<file path="src/rtl/led_ctrl_csr_slave_pkg.sv">
// Shared constants for the LED control CSR slave: register map, mode codes, STATUS layout.
// No logic of its own; zero latency.
// No flow control; used only at elaboration time.
package led_ctrl_pkg;

    // Word addresses of the four CSRs
    localparam logic [1:0] ADDR_MODE   = 2'd0;
    localparam logic [1:0] ADDR_TOGGLE = 2'd1;
    localparam logic [1:0] ADDR_WDOG   = 2'd2;
    localparam logic [1:0] ADDR_STATUS = 2'd3;

    // LED modes as seen by the downstream blink stage
    typedef enum logic [1:0] {
        MODE_OFF       = 2'b00,
        MODE_ON        = 2'b01,
        MODE_HOLD      = 2'b10,
        MODE_SW_TOGGLE = 2'b11
    } mode_e;

    // STATUS register layout
    localparam int STATUS_EXPIRED_BIT = 0;
    localparam int STATUS_MODE_LSB    = 2;
    localparam int STATUS_MODE_MSB    = 3;

    // Assemble the STATUS read word; all undefined bits read as zero
    function automatic logic [31:0] status_word(input logic expired, input logic [1:0] mode);
        logic [31:0] w;
        w = '0;
        w[STATUS_EXPIRED_BIT] = expired;
        w[STATUS_MODE_MSB:STATUS_MODE_LSB] = mode;
        return w;
    endfunction

endpackage

</file>
<file path="src/rtl/led_ctrl_csr_slave_if.sv">
// Avalon-MM CSR bus bundle between a host (master) and the LED control slave.
// Read data returns one cycle after the read request; writes take effect at the accepting edge.
// No waitrequest: the slave accepts every request, so the master never stalls.
interface led_ctrl_csr_slave_if;

    logic [1:0]  avs_address;
    logic        avs_write;
    logic [31:0] avs_writedata;
    logic        avs_read;
    logic [31:0] avs_readdata;
    logic        avs_readdatavalid;

    modport master (
        output avs_address,
        output avs_write,
        output avs_writedata,
        output avs_read,
        input  avs_readdata,
        input  avs_readdatavalid
    );

    modport slave (
        input  avs_address,
        input  avs_write,
        input  avs_writedata,
        input  avs_read,
        output avs_readdata,
        output avs_readdatavalid
    );

endinterface

</file>
<file path="src/rtl/led_ctrl_csr_slave_wdog.sv">
// Host-inactivity watchdog: counts idle cycles since the last kick and flags reaching the limit.
// expire is combinational, asserted in the cycle before wcnt lands on the limit (one cycle wide).
// No backpressure; kick always wins over counting, but never suppresses a due expiry.
module led_ctrl_wdog (
    input  logic        clock_sink_clk,
    input  logic        reset_sink_reset,
    input  logic        kick,
    input  logic [31:0] limit,
    output logic        expire
);

    logic [31:0] wcnt;
    logic [31:0] wcnt_nxt;
    logic [32:0] wcnt_inc;
    logic        enabled;
    logic        at_limit;

    // Expiry when the next count would reach (or a lowered limit already sits below) wcnt
    always_comb begin
        wcnt_inc = {1'b0, wcnt} + 33'd1;
        enabled  = (limit != 32'd0);
        at_limit = (wcnt == limit);
        expire   = enabled && !at_limit && (wcnt_inc >= {1'b0, limit});
    end

    // Next count: cleared by kick or disable, parked at the limit once reached
    always_comb begin
        wcnt_nxt = wcnt_inc[31:0];
        if (!enabled || kick) begin
            wcnt_nxt = 32'd0;
        end else if (expire || at_limit) begin
            wcnt_nxt = limit;
        end
    end

    // Idle-cycle counter
    always_ff @(posedge clock_sink_clk or posedge reset_sink_reset) begin
        if (reset_sink_reset) begin
            wcnt <= 32'd0;
        end else begin
            wcnt <= wcnt_nxt;
        end
    end

endmodule

</file>
<file path="src/rtl/led_ctrl_csr_slave.sv">
// Avalon-MM CSR slave owning LED mode, toggle strobe/counter and the inactivity watchdog.
// Writes land at the accepting edge; reads return registered data exactly one cycle later.
// Never stalls (no waitrequest); a read colliding with a write is dropped.
module led_ctrl_csr_slave
    import led_ctrl_pkg::*;
#(
    parameter logic [31:0] WDOG_DEFAULT = 32'd0,
    parameter int          CNT_W        = 16
) (
    input  logic                 clock_sink_clk,
    input  logic                 reset_sink_reset,
    led_ctrl_csr_slave_if.slave  avs,
    output logic [1:0]           blink_flag,
    output logic                 csr_write,
    output logic                 wdog_irq
);

    mode_e             mode;
    logic [CNT_W-1:0]  tcnt;
    logic [31:0]       limit;
    logic              expired;
    logic              expire;
    logic              toggle_q;
    logic [31:0]       readdata_q;
    logic              rvalid_q;

    logic              wr_mode;
    logic              wr_toggle;
    logic              wr_wdog;
    logic              wr_status;
    logic              rd_accept;
    logic [31:0]       rd_mux;

    // Address decode; a write in the same cycle as a read suppresses the read
    always_comb begin
        wr_mode   = avs.avs_write && (avs.avs_address == ADDR_MODE);
        wr_toggle = avs.avs_write && (avs.avs_address == ADDR_TOGGLE);
        wr_wdog   = avs.avs_write && (avs.avs_address == ADDR_WDOG);
        wr_status = avs.avs_write && (avs.avs_address == ADDR_STATUS);
        rd_accept = avs.avs_read && !avs.avs_write;
    end

    led_ctrl_wdog u_wdog (
        .clock_sink_clk   (clock_sink_clk),
        .reset_sink_reset (reset_sink_reset),
        .kick             (avs.avs_write),
        .limit            (limit),
        .expire           (expire)
    );

    // MODE register: a host write beats a simultaneous watchdog force-off
    always_ff @(posedge clock_sink_clk or posedge reset_sink_reset) begin
        if (reset_sink_reset) begin
            mode <= MODE_OFF;
        end else if (wr_mode) begin
            mode <= mode_e'(avs.avs_writedata[1:0]);
        end else if (expire) begin
            mode <= MODE_OFF;
        end
    end

    // TOGGLE: one strobe cycle and one count per write, regardless of mode
    always_ff @(posedge clock_sink_clk or posedge reset_sink_reset) begin
        if (reset_sink_reset) begin
            toggle_q <= 1'b0;
            tcnt     <= '0;
        end else begin
            toggle_q <= wr_toggle;
            if (wr_toggle) begin
                tcnt <= tcnt + CNT_W'(1);
            end
        end
    end

    // WDOG_LIMIT register
    always_ff @(posedge clock_sink_clk or posedge reset_sink_reset) begin
        if (reset_sink_reset) begin
            limit <= WDOG_DEFAULT;
        end else if (wr_wdog) begin
            limit <= avs.avs_writedata;
        end
    end

    // Sticky expired flag: a new expiry beats a same-cycle write-1-to-clear
    always_ff @(posedge clock_sink_clk or posedge reset_sink_reset) begin
        if (reset_sink_reset) begin
            expired <= 1'b0;
        end else if (expire) begin
            expired <= 1'b1;
        end else if (wr_status && avs.avs_writedata[STATUS_EXPIRED_BIT]) begin
            expired <= 1'b0;
        end
    end

    // Read mux over pre-update register state
    always_comb begin
        rd_mux = 32'd0;
        case (avs.avs_address)
            ADDR_MODE:   rd_mux = {30'd0, mode};
            ADDR_TOGGLE: rd_mux = 32'(tcnt);
            ADDR_WDOG:   rd_mux = limit;
            default:     rd_mux = status_word(expired, mode);
        endcase
    end

    // Registered read response, fixed latency of one cycle
    always_ff @(posedge clock_sink_clk or posedge reset_sink_reset) begin
        if (reset_sink_reset) begin
            readdata_q <= 32'd0;
            rvalid_q   <= 1'b0;
        end else begin
            rvalid_q <= rd_accept;
            if (rd_accept) begin
                readdata_q <= rd_mux;
            end
        end
    end

    assign avs.avs_readdata      = readdata_q;
    assign avs.avs_readdatavalid = rvalid_q;
    assign blink_flag            = mode;
    assign csr_write             = toggle_q;
    assign wdog_irq              = expired;

endmodule

</file>
<file path="src/flat_wrapper.sv">
// flat-port wrapper written by rule: the top's interface ports become plain ports
module led_ctrl_csr_slave_flat import led_ctrl_pkg::*;
#(
    parameter logic [31:0] WDOG_DEFAULT = 32'd0,
    parameter int          CNT_W        = 16
)
  (clock_sink_clk, reset_sink_reset, blink_flag, csr_write, wdog_irq, avs_avs_address, avs_avs_write, avs_avs_writedata, avs_avs_read, avs_avs_readdata, avs_avs_readdatavalid);
  led_ctrl_csr_slave_if avs_i ();
  input  logic clock_sink_clk;
  input  logic reset_sink_reset;
  output logic [1:0] blink_flag;
  output logic csr_write;
  output logic wdog_irq;
  input wire logic [$bits(avs_i.avs_address)-1:0] avs_avs_address;
  input wire logic [$bits(avs_i.avs_write)-1:0] avs_avs_write;
  input wire logic [$bits(avs_i.avs_writedata)-1:0] avs_avs_writedata;
  input wire logic [$bits(avs_i.avs_read)-1:0] avs_avs_read;
  output wire logic [$bits(avs_i.avs_readdata)-1:0] avs_avs_readdata;
  output wire logic [$bits(avs_i.avs_readdatavalid)-1:0] avs_avs_readdatavalid;
  assign avs_i.avs_address = avs_avs_address;
  assign avs_i.avs_write = avs_avs_write;
  assign avs_i.avs_writedata = avs_avs_writedata;
  assign avs_i.avs_read = avs_avs_read;
  assign avs_avs_readdata = avs_i.avs_readdata;
  assign avs_avs_readdatavalid = avs_i.avs_readdatavalid;
  led_ctrl_csr_slave #(.WDOG_DEFAULT(WDOG_DEFAULT), .CNT_W(CNT_W)) u_core (.clock_sink_clk(clock_sink_clk), .reset_sink_reset(reset_sink_reset), .avs(avs_i), .blink_flag(blink_flag), .csr_write(csr_write), .wdog_irq(wdog_irq));
endmodule
</file>
<file path="config.mk">
export PLATFORM = sky130hd
export DESIGN_NAME = led_ctrl_csr_slave_flat
export DESIGN_NICKNAME = d
export VERILOG_FILES = /design/src/rtl/led_ctrl_csr_slave_pkg.sv /design/src/rtl/led_ctrl_csr_slave_if.sv /design/src/rtl/led_ctrl_csr_slave_wdog.sv /design/src/rtl/led_ctrl_csr_slave.sv /design/src/flat_wrapper.sv
export SDC_FILE = /design/constraint.sdc
export NUM_CORES = 1
export LEC_CHECK = 0
export CORE_MARGIN = 2
export CORE_UTILIZATION = 55
export DETAILED_ROUTE_END_ITERATION = 16
export GPL_TIMING_DRIVEN = 0
export PLACE_DENSITY = 0.78
export SETUP_SLACK_MARGIN = 0.3
export SYNTH_ARGS = -nofsm -noshare
export SYNTH_HDL_FRONTEND = slang
export SYNTH_SLANG_ARGS = --single-unit
</file>
<file path="constraint.sdc">
create_clock -name clock_sink_clk -period 8.8 [get_ports clock_sink_clk]
set_input_delay 1.76 -clock clock_sink_clk [delete_from_list [all_inputs] [get_ports clock_sink_clk]]
set_output_delay 1.76 -clock clock_sink_clk [all_outputs]
set_load 0.01 [all_outputs]
</file>
==> run_1/registers.png <==
Scale: 2 px per µm. Other sequential cells in the stronger gray, the rest of the logic in the fainter gray.
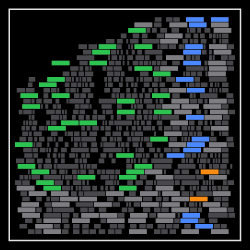
| color | signal | flops |
|---|---|---|
| green | `u_core.u_wdog.wcnt` | 32 |
| orange | `u_core.blink_flag` | 2 |
| blue | `u_core.tcnt` | 16 |
not colored: 67

==> run_1/metal_stack.png <==
Scale: 3 px per µm.
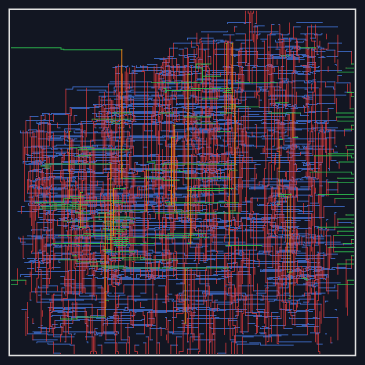
| color | layer | wire length |
|---|---|---|
| orange | met4 | 499 µm |
| green | met3 | 1,090 µm |
| red | met2 | 9,010 µm |
| blue | met1 | 7,830 µm |
GRT Util Overall: 29.3%
per-cell routed wire length: 20.6 µm

==> run_1/port_nets.png <==
Scale: 4 px per µm.
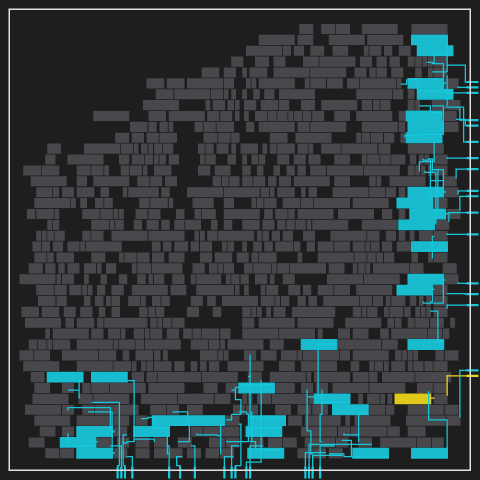
| color | port | bits | direction | edge | end cells | buffers | wire |
|---|---|---|---|---|---|---|---|
| yellow | `avs_avs_readdatavalid` | 1 | output | right | 1 | 1 | 11.5 µm |
| cyan | `avs_avs_readdata` | 32 | output | 16 right, 16 bottom | 32 | 32 | 792 µm |
I/O Pins: 75
Port Buffer Count: 72

==> impl_metrics.json, run 1 <==
{
  "status": "finished clean",
  "ys_top_logic_family": "simple AND/OR/NAND/NOR gates",
  "layout.nets": 805,
  "p_comb_share_pct": 22.3,
  "maxSlewViolCount": 0,
  "layout.cells.most_common": "dfrtp_1",
  "critPathLaunch": "u_core.u_wdog.wcnt[2]",
  "whs_path_depth": 1,
  "slew_headroom_pct": 43.3,
  "fillers": 899,
  "vias": 5604,
  "end_kind": "register",
  "finalSetupViolations": 0,
  "dr.max_layer_used": "met4",
  "area_growth_pct": 23.6,
  "leakage_uw": 0.00397,
  "vias_per_cell": 6.28,
  "firstDrtPassIters": 6,
  "wl_met3_um": 1090,
  "ys_sh_aoi_pct": 13.5,
  "initial_core_util_pct": 56.3,
  "ir_drop_mv": 0.165,
  "num_antenna_cells": 0,
  "synthMuxAreaShare_pct": 7.21,
  "max-clock-path-buffers": 2
}
[run 1: worst max-delay path, cell delays in order (launching register included)]
cell      delay (ns)
dfrtp_1         0.43
and3_1          0.35
nand3_1         0.31
or2_2           0.42
nor2_1          0.14
xor2_1          0.27
ha_1            0.17
nand2_1         0.06
nor3_1          0.51
and2_1          0.26
o31a_1          0.18
buf_2           0.25
clkbuf_1        0.49
nor4_1          0.15
a211oi_1        0.25
[run 1: metrics by stage]
step	hold WS [ns]	cell area, µm²	setup WS (ns)
global placement	0.461	7670	2.33
CTS	0.475	8360	4.54
global route	0.478	8360	4.15
finish	0.472	8360	4.45
floorplan	0.446	6770	3.94
detailed placement	0.465	7700	4.55
[run 1: power groups by stage]
stage | combinational [µW] | sequential [µW] | clock, µW
floorplan | 270 | 718 | 0
global placement | 405 | 740 | 0
global route | 479 | 750 | 793
finish | 433 | 741 | 768
CTS | 431 | 737 | 773
detailed placement | 423 | 744 | 0
[run 1: area by class of cell]
cell class	count	area, µm²	area share [%]
flip-flops and latches	117	2930	35.0
well taps	147	184	2.20
multi-input cells	457	3540	42.3
inverters	35	136	1.63
clock inverters	12	201	2.41
repair buffers	73	748	8.95
plain buffers	32	169	2.02
clock buffers	20	457	5.46
[run 1: logic make-up (layout without fill, tap and decap cells)]
logic type,Yosys count,after routing
and+or+nand+nor,186,186
AOI/OAI and AO/OA,118,118
xor gates and xnor gates,76,76
DFF,117,117
buffers and inverters,67,172
muxes,43,43
adders and majority gates,34,34
[run 1: flip-flops by register name, indices dropped and copies added (netlist names)]
signal / cells
u_core.csr_write: 1
u_core.avs.avs_readdatavalid: 1
u_core.u_wdog.wcnt: 32
u_core.avs.avs_readdata: 32
u_core.tcnt: 16
u_core.wdog_irq: 1
u_core.blink_flag: 2
u_core.limit: 32
[run 1: per-layer routing]
metal  up-vias  track usage (%)
met4         0             12.4
met5         -                0
met1      2804             37.7
met3        43             5.64
li1       2541                -
met2       216             48.7
[run 1: Yosys cell counts, drive strengths merged, types with 2 or more instances]
master / count / area (µm²)
a22o: 16 / 140
nand3: 15 / 92.6
nor2: 16 / 60.1
or2: 2 / 12.5
a211oi: 24 / 230
and3: 9 / 61.3
and2: 9 / 56.3
a21o: 3 / 22.5
xnor2: 23 / 201
mux2i: 6 / 60.1
o21ai: 19 / 95.1
o2bb2ai: 2 / 17.5
buf: 16 / 109
mux2: 36 / 405
o21a: 5 / 37.5
inv: 35 / 131
o31ai: 8 / 60.1
clkbuf: 16 / 60.1
xor2: 53 / 464
o211a: 7 / 70.1
and4: 6 / 52.6
nor2b: 2 / 12.5
ha: 34 / 425
a21oi: 14 / 70.1
nor3: 8 / 45.0
nand2: 52 / 195
dfrtp: 117 / 2930
nor4: 43 / 269
nand4: 21 / 161
a22oi: 14 / 105
--- run 2 (diff from run 1) ---
Clock period 8.8 ns to 4.19 ns, I/O delays scaled along.
==> run_2/port_nets.png <==
Scale: 4 px per µm.
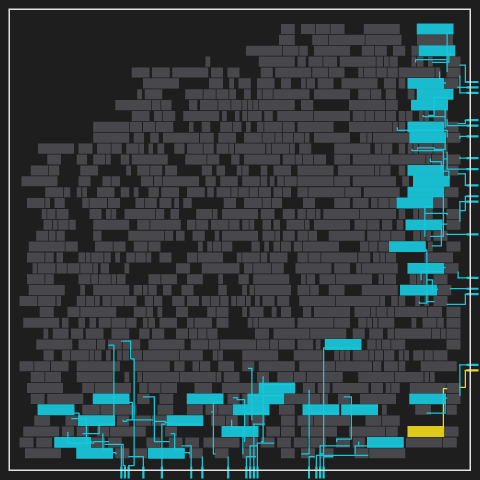
| color | port | bits | direction | edge | end cells | buffers | wire |
|---|---|---|---|---|---|---|---|
| cyan | `avs_avs_readdata` | 32 | output | 16 right, 16 bottom | 32 | 32 | 742 µm |
| yellow | `avs_avs_readdatavalid` | 1 | output | right | 1 | 1 | 17.1 µm |

==> impl_metrics.json, run 2 <==
{
  "ir_drop_mv": 0.240,
  "maxSlewViolCount": 0,
  "hold_slack_ns": 0.478,
  "num_antenna_cells": 0,
  "io_pins": 75,
  "layout.nets": 807,
  "synthTopCellsByArea": "dfrtp_1, xor2_1, ha_1",
  "max-clock-path-buffers": 2,
  "grt_util_all_layers_pct": 29.8,
  "most_common_cell": "dfrtp_1",
  "synthMuxAreaShare_pct": 7.21,
  "post-synth-top-area-cell": "dfrtp_1",
  "critPathLaunch": "u_core.u_wdog.wcnt[9]",
  "wire_per_inst_um": 20.9,
  "initial_core_util_pct": 56.3,
  "end_kind": "register",
  "yosys-top-cells-count": "dfrtp_1, xor2_1, nand2_1",
  "layout_setup_ws_ns": 0.479,
  "area_growth_pct": 24.5,
  "slew_headroom_pct": 43.9,
  "status": "finished clean"
}
[run 2: worst max path at each step]
stage / to
after floorplan: u_core.u_wdog.wcnt[28]
after global placement: u_core.u_wdog.wcnt[29]
after detailed placement: u_core.u_wdog.wcnt[29]
after CTS: u_core.u_wdog.wcnt[29]
after global routing: u_core.u_wdog.wcnt[29]
final: u_core.u_wdog.wcnt[29]
[run 2: worst max-delay path: stages, from the launching register on]
cell	delay, ns
dfrtp_1	0.46
and4_2	0.34
nand2_1	0.16
or2_2	0.38
xnor2_1	0.17
ha_1	0.30
nand4_1	0.22
nor4_4	0.38
o21a_1	0.21
o31a_1	0.16
buf_2	0.25
buf_4	0.25
nor4_1	0.09
a211oi_1	0.24
[run 2: per-layer routing]
layer | vias up | share of wire, % | routed length, µm | track usage [%]
met5 | - | 0 | 0 | 0
met4 | 0 | 2.5 | 474 | 12.7
met3 | 43 | 7.0 | 1310 | 6.33
met2 | 236 | 49 | 9140 | 49.6
met1 | 2778 | 42 | 7780 | 37.8
li1 | 2535 | - | - | -
[run 2: cell type report]
cell class / instances / area, µm² / area share (%)
clock inverter: 15 / 201 / 2.39
multi-input combinational: 457 / 3590 / 42.7
sequential: 117 / 2930 / 34.8
clock buffer: 17 / 425 / 5.05
timing repair buffer: 75 / 781 / 9.27
buffer: 32 / 176 / 2.09
inverter: 35 / 135 / 1.60
tap: 147 / 184 / 2.18
[run 2: repair_timing]
action,4_1_cts,5_1_grt
gates resized,5,16
pin swaps,0,0
setup endpoints to repair,27,28
[run 2: metrics by stage]
step                util (%)  area, µm²  std cells
floorplan                  -       6770        641
global placement        63.9       7670        860
detailed placement      64.4       7730        863
CTS                     69.8       8380        895
global route            70.1       8420        895
finish                  70.1       8420        895
[run 2: kinds of logic after synthesis]
group | Yosys count
AND/OR/NAND/NOR | 186
buffers and inverters | 67
AND-OR/OR-AND | 118
flip-flops | 117
multiplexers | 43
adder cells (fa/ha/maj) | 34
XOR/XNOR | 76
[run 2: power groups by stage]
stage	logic (µW)	clock network, µW	registers, µW
floorplan	568	0	1510
global placement	853	0	1560
detailed placement	888	0	1570
CTS	908	1560	1550
global route	1020	1610	1580
finish	922	1550	1560
--- run 3 (diff from run 2) ---
--- a/config.mk
+++ b/config.mk
@@ -7,2 +7,3 @@
 export LEC_CHECK = 0
+export ABC_CLOCK_PERIOD_IN_PS = 4190
 export CORE_MARGIN = 2
@@ -13,2 +14,3 @@
 export SETUP_SLACK_MARGIN = 0.3
+export SLEW_MARGIN = 20
 export SYNTH_ARGS = -nofsm -noshare
--- a/constraint.sdc
+++ b/constraint.sdc
@@ -3,2 +3,2 @@
 set_output_delay 0.838 -clock clock_sink_clk [all_outputs]
-set_load 0.01 [all_outputs]
+set_load 0.02 [all_outputs]
==> run_3/metal_stack.png <==
Scale: 3 px per µm.
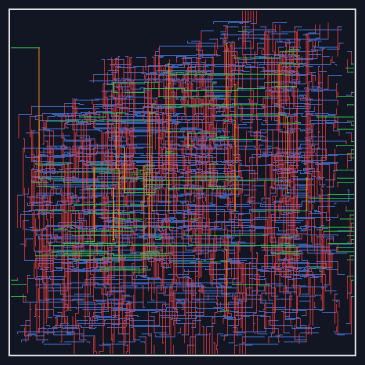
| color | layer | wire length |
|---|---|---|
| orange | met4 | 475 µm |
| blue | met1 | 7,780 µm |
| green | met3 | 1,310 µm |
| red | met2 | 9,140 µm |

==> impl_metrics.json, run 3 <==
{
  "initial_core_util_pct": 56.3,
  "hold_viol": 0,
  "post-synth-top-area-cell": "dfrtp_1",
  "ir_drop_mv": 0.240,
  "layout.nets": 807,
  "layout_setup_ws_ns": 0.479,
  "num_antenna_cells": 0,
  "status": "finished clean",
  "grt_util_all_layers_pct": 29.8,
  "slew_headroom_pct": 43.9,
  "end_kind": "register",
  "crit_end": "u_core.u_wdog.wcnt[29]",
  "most_common_cell": "dfrtp_1",
  "area_growth_pct": 24.5,
  "yosys-top-cells-count": "dfrtp_1, xor2_1, nand2_1",
  "finalSetupViolations": 0,
  "synthTopCellsByArea": "dfrtp_1, xor2_1, ha_1",
  "hold_slack_ns": 0.478,
  "tns_ns": 0,
  "ys_sh_simple_pct": 15.4,
  "syn-cell-area_um2": 6770,
  "maxSlewViolCount": 0,
  "cts.repair.resized": 5,
  "io_pins": 75,
  "max-clock-path-buffers": 2
}
-- run 3: kinds of logic after synthesis --
group	count (synthesis)
DFF	117
buffers and inverters	67
adders and majority gates	34
muxes	43
xor gates and xnor gates	76
AOI/OAI and AO/OA	118
and+or+nand+nor	186
-- run 3: layout make-up --
| class | count | area [µm²] | share of cell area (%) |
|---|---|---|---|
| Sequential cell | 117 | 2930 | 34.8 |
| Tap cell | 147 | 184 | 2.18 |
| Clock buffer | 17 | 425 | 5.05 |
| Timing Repair Buffer | 75 | 781 | 9.27 |
| Multi-Input combinational cell | 457 | 3590 | 42.7 |
| Clock inverter | 15 | 201 | 2.39 |
| Buffer | 32 | 176 | 2.09 |
| Inverter | 35 | 135 | 1.60 |
-- run 3: metal layers --
layer	vias to the layer above	part of all wire, %	global-route usage [%]
li1	2535	-	-
met1	2778	42	37.8
met2	236	49	49.6
met3	43	7.0	6.33
met4	0	2.5	12.7
met5	-	0	0
-- run 3: worst max-delay path: stages (launching register included) --
cell      delay, ns
dfrtp_1        0.46
and4_2         0.34
nand2_1        0.16
or2_2          0.38
xnor2_1        0.17
ha_1           0.30
nand4_1        0.22
nor4_4         0.38
o21a_1         0.21
o31a_1         0.16
buf_2          0.25
buf_4          0.25
nor4_1         0.09
a211oi_1       0.24
-- run 3: through the flow --
stage               instances  util, %
floorplan                 641        -
global placement          860     63.9
detailed placement        863     64.4
CTS                       895     69.8
global route              895     70.1
finish                    895     70.1
-- run 3: power by group through the flow --
stage	Combinational, µW	Sequential, µW	Clock [µW]
final	965	1560	1550
after global placement	895	1560	0
after floorplan	568	1550	0
after global routing	1060	1580	1610
after detailed placement	930	1570	0
after CTS	951	1550	1560
-- run 3: how the worst min path moves through the flow --
stage	from	end	cells after the start	slack, ns
after floorplan	u_core.tcnt[15]	u_core.tcnt[15]	1	0.45
after global placement	u_core.avs.avs_readdata[14]	u_core.avs.avs_readdata[14]	2	0.46
after detailed placement	u_core.avs.avs_readdata[3]	u_core.avs.avs_readdata[3]	2	0.47
after CTS	u_core.avs.avs_readdata[3]	u_core.avs.avs_readdata[3]	2	0.48
after global routing	u_core.avs.avs_readdata[15]	u_core.avs.avs_readdata[15]	2	0.51
final	u_core.avs.avs_readdata[8]	u_core.avs.avs_readdata[8]	2	0.48
Power figures rest on the tool's default switching activity, not on a simulated workload.
